Fig. 1: signal wires on met1
Bar = 20 um. Cells faint in the background.
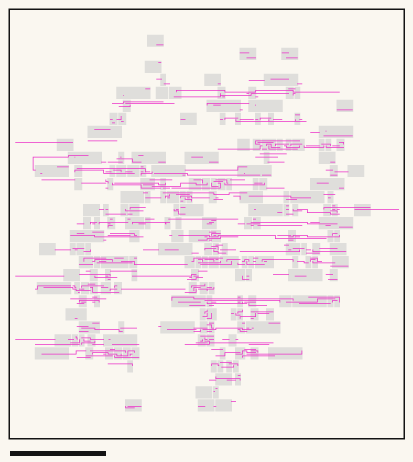
Fig. 2: M2 wires
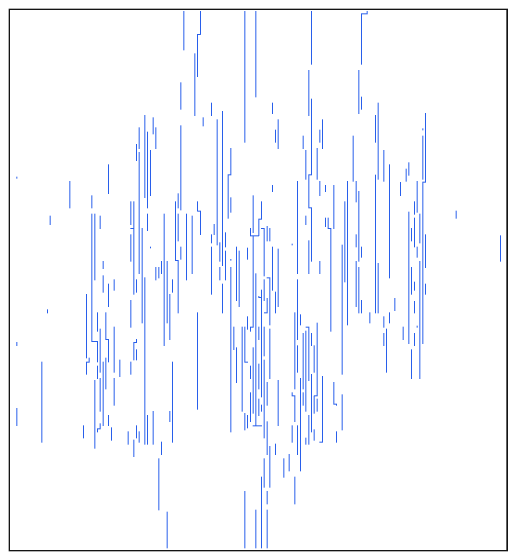
<file path="src/rtl/seq_pattern_tx.sv">
// Serial bit-pattern transmitter.
// Loads a parallel pattern, its length and a repeat count, then shifts the
// pattern out MSB-first, one bit per clock. Repetitions follow with no gap.
// All outputs are registered. The FSM is Moore-style with the states IDLE,
// SHIFT and DONE.
module seq_pattern_tx #(
    parameter int unsigned WIDTH      = 8,
    parameter int unsigned LEN_W      = 4,
    parameter int unsigned CNT_W      = 4,
    parameter logic        IDLE_LEVEL = 1'b0
) (
    input  logic             clk,
    input  logic             reset,
    input  logic             start,
    input  logic [WIDTH-1:0] pattern,
    input  logic [LEN_W-1:0] len,
    input  logic [CNT_W-1:0] repeat_n,
    output logic             x,
    output logic             x_valid,
    output logic             busy,
    output logic             done
);

    typedef enum logic [1:0] {
        IDLE  = 2'd0,
        SHIFT = 2'd1,
        DONE  = 2'd2
    } state_t;

    localparam logic [LEN_W-1:0] WIDTH_L = LEN_W'(WIDTH);

    state_t             state, state_n;
    logic [WIDTH-1:0]   pat, pat_n, pat_sh;
    logic [LEN_W-1:0]   plen, plen_n;
    logic [LEN_W-1:0]   idx, idx_n;
    logic [CNT_W-1:0]   reps, reps_n;
    logic               fin, fin_n;
    logic               x_n, x_valid_n, busy_n, done_n;
    logic [LEN_W-1:0]   len_clamped;

    // Clamp the requested length: 0 or anything beyond WIDTH means a full-width pattern
    always_comb begin
        len_clamped = len;
        if (len == '0 || len > WIDTH_L) begin
            len_clamped = WIDTH_L;
        end
    end

    // Next-state and next-output logic. The SHIFT cycle that follows the
    // acceptance of start only loads the pattern, and fin marks that bit 0 of
    // the last repetition has just been put on x
    always_comb begin
        state_n   = state;
        pat_n     = pat;
        plen_n    = plen;
        idx_n     = idx;
        reps_n    = reps;
        fin_n     = fin;
        x_n       = IDLE_LEVEL;
        x_valid_n = 1'b0;
        busy_n    = busy;
        done_n    = 1'b0;
        pat_sh    = pat >> idx;

        case (state)
            IDLE: begin
                busy_n = 1'b0;
                if (start) begin
                    state_n = SHIFT;
                    pat_n   = pattern;
                    plen_n  = len_clamped;
                    idx_n   = len_clamped - LEN_W'(1);
                    reps_n  = repeat_n;
                    fin_n   = 1'b0;
                    busy_n  = 1'b1;
                end
            end
            SHIFT: begin
                busy_n = 1'b1;
                if (fin) begin
                    state_n = DONE;
                    done_n  = 1'b1;
                    fin_n   = 1'b0;
                end else begin
                    x_n       = pat_sh[0];
                    x_valid_n = 1'b1;
                    if (idx == '0) begin
                        if (reps == '0) begin
                            fin_n = 1'b1;
                        end else begin
                            reps_n = reps - CNT_W'(1);
                            idx_n  = plen - LEN_W'(1);
                        end
                    end else begin
                        idx_n = idx - LEN_W'(1);
                    end
                end
            end
            DONE: begin
                state_n = IDLE;
                busy_n  = 1'b0;
            end
            default: begin
                state_n = IDLE;
                busy_n  = 1'b0;
            end
        endcase
    end

    // State, latched-copy and output registers with synchronous reset
    always_ff @(posedge clk) begin
        if (reset) begin
            state   <= IDLE;
            pat     <= '0;
            plen    <= '0;
            idx     <= '0;
            reps    <= '0;
            fin     <= 1'b0;
            x       <= IDLE_LEVEL;
            x_valid <= 1'b0;
            busy    <= 1'b0;
            done    <= 1'b0;
        end else begin
            state   <= state_n;
            pat     <= pat_n;
            plen    <= plen_n;
            idx     <= idx_n;
            reps    <= reps_n;
            fin     <= fin_n;
            x       <= x_n;
            x_valid <= x_valid_n;
            busy    <= busy_n;
            done    <= done_n;
        end
    end

endmodule

</file>
<file path="config.mk">
export PLATFORM = sky130hd
export DESIGN_NAME = seq_pattern_tx
export DESIGN_NICKNAME = d
export VERILOG_FILES = /design/src/rtl/seq_pattern_tx.sv
export SDC_FILE = /design/constraint.sdc
export NUM_CORES = 1
export LEC_CHECK = 0
export ABC_AREA = 1
export ABC_CLOCK_PERIOD_IN_PS = 1700
export CORE_ASPECT_RATIO = 1.1
export CORE_MARGIN = 5
export CORE_UTILIZATION = 23
export DETAILED_ROUTE_END_ITERATION = 12
export PLACE_DENSITY = 0.41
export SYNTH_ARGS = -nofsm -noshare
export SYNTH_HDL_FRONTEND = slang
export SYNTH_SLANG_ARGS = --single-unit
</file>
<file path="constraint.sdc">
create_clock -name clk -period 1.7 [get_ports clk]
set_input_delay 0.17 -clock clk [delete_from_list [all_inputs] [get_ports clk]]
set_output_delay 0.17 -clock clk [all_outputs]
set_load 0.05 [all_outputs]
</file>
==> impl_metrics.json <==
{
  "status": "complete, no violations",
  "clkTransAtPathRegs_ns": 0.09,
  "worstPathRequired_ns": 1.53,
  "synth_area_um2": 1320,
  "worst_slack_ns": 0.131,
  "ys.flop_type": "dfxtp_1",
  "yosysWarnings": 0,
  "fin_tns_setup_ns": 0,
  "rsz0062_at_grt": "false",
  "fin_hold_ws_ns": 0.489,
  "htreeDepth": 1,
  "use_met3_pct": 3.02,
  "numSynthFlops": 27,
  "leakage_nw": 0.708,
  "crit_chain": "clkdlybuf4s50_1",
  "grt_overflow": 0,
  "portBuffers": 22,
  "fin_crit_sh_pct": 92.3,
  "top_register": "pat",
  "finalInstanceArea_um2": 1690,
  "fin_worst_skew_ns": 0.00222,
  "yosysMostFrequentCell": "nor2_1",
  "cts_resized": 0,
  "nFillCells": 641,
  "clockBufferDepth": 2,
  "crit_type": "reg -> out",
  "dp_hpwl_um": 2480,
  "hold_viol_final": 0,
  "synth-xor-area-share_pct": 1.33,
  "grt_first_pass_wirelength_um": 5380,
  "ys_cells": 181,
  "synthMuxAreaShare_pct": 0,
  "tightest_slew_ns": 0.502,
  "logic_family": "simple AND/OR/NAND/NOR gates",
  "irDropWorstVdd_uv": 362,
  "path_max_fanout": 1,
  "diodes": 0,
  "finalWeightedCongestion": 0.772,
  "area_leaders": "dfxtp_1, nor2_1, o21ai_0, nand2_1, a21oi_1",
  "slew_viol_final": 0,
  "maxCapViolCount": 0,
  "core_um2": 5660,
  "synth-async-reset-ratio_pct": 0,
  "synth_top_cell_by_area": "dfxtp_1",
  "cts_buffers": 3,
  "layout_top_cells": "nor2_1, dfxtp_1, nand2_1",
  "dr.max_layer_used": "met4",
  "design.die.area_um2": 7340,
  "die_w_um": 82.2,
  "power_density_nw_per_um2": 941,
  "drcViolationCount": 0,
  "ys_seq_share_pct": 41.0,
  "finalSetupViolations": 0,
  "grt.busiest_layer": "met2",
  "drt_iter0_drc": 35,
  "ys_top_cells_by_count": "nor2_1, dfxtp_1, nand2_1",
  "hp-class": "reg -> reg",
  "critPathCaptureType": "output pin",
  "fmaxAchievable_mhz": 637,
  "wl_met2_um": 1630,
  "grtUsageTotal_pct": 9.55,
  "ys_sh_adder_pct": 2.85,
  "fin_crit_ns": 1.57,
  "cts_tree": "yes"
}
-- Fig. 1 (at the start) --
The wires run mostly horizontal. The layer holds 44% of the routed length. The longest straight run is 20.7 um.
grt met1 use: 10.6%
Total Routed Length: 3210 um
Vias: 1220

-- Fig. 2 (at the start) --
The layer holds 51% of the routed length. 172 nets have wire on it. The wires run mostly vertical.
met2 Resource Use GR: 17.6%

report_power, final:
part | internal (mW) | total, mW | switching, mW
sequential | 0.698 | 0.757 | 0.0596
clock | 0.164 | 0.375 | 0.211
combinational | 0.191 | 0.459 | 0.268
cell type report:
cell class	instances	area [um2]	area share, %
clock buffer	3	41.3	2.44
clock inverter	1	5.00	0.296
inverter	16	61.3	3.62
multi-input combinational	132	674	39.9
sequential	27	541	32.0
tap	77	96.3	5.70
timing repair buffer	29	273	16.1
worst paths after layout:
path / cells past startpoint / to / from / slack [ns]
setup / recovery: 1 / x_valid / x_valid / 0.13
hold / removal: 2 / fin / fin / 0.49
setup reg to reg: 8 / reps[2] / reps[0] / 0.24
hold reg to reg: 2 / fin / fin / 0.49
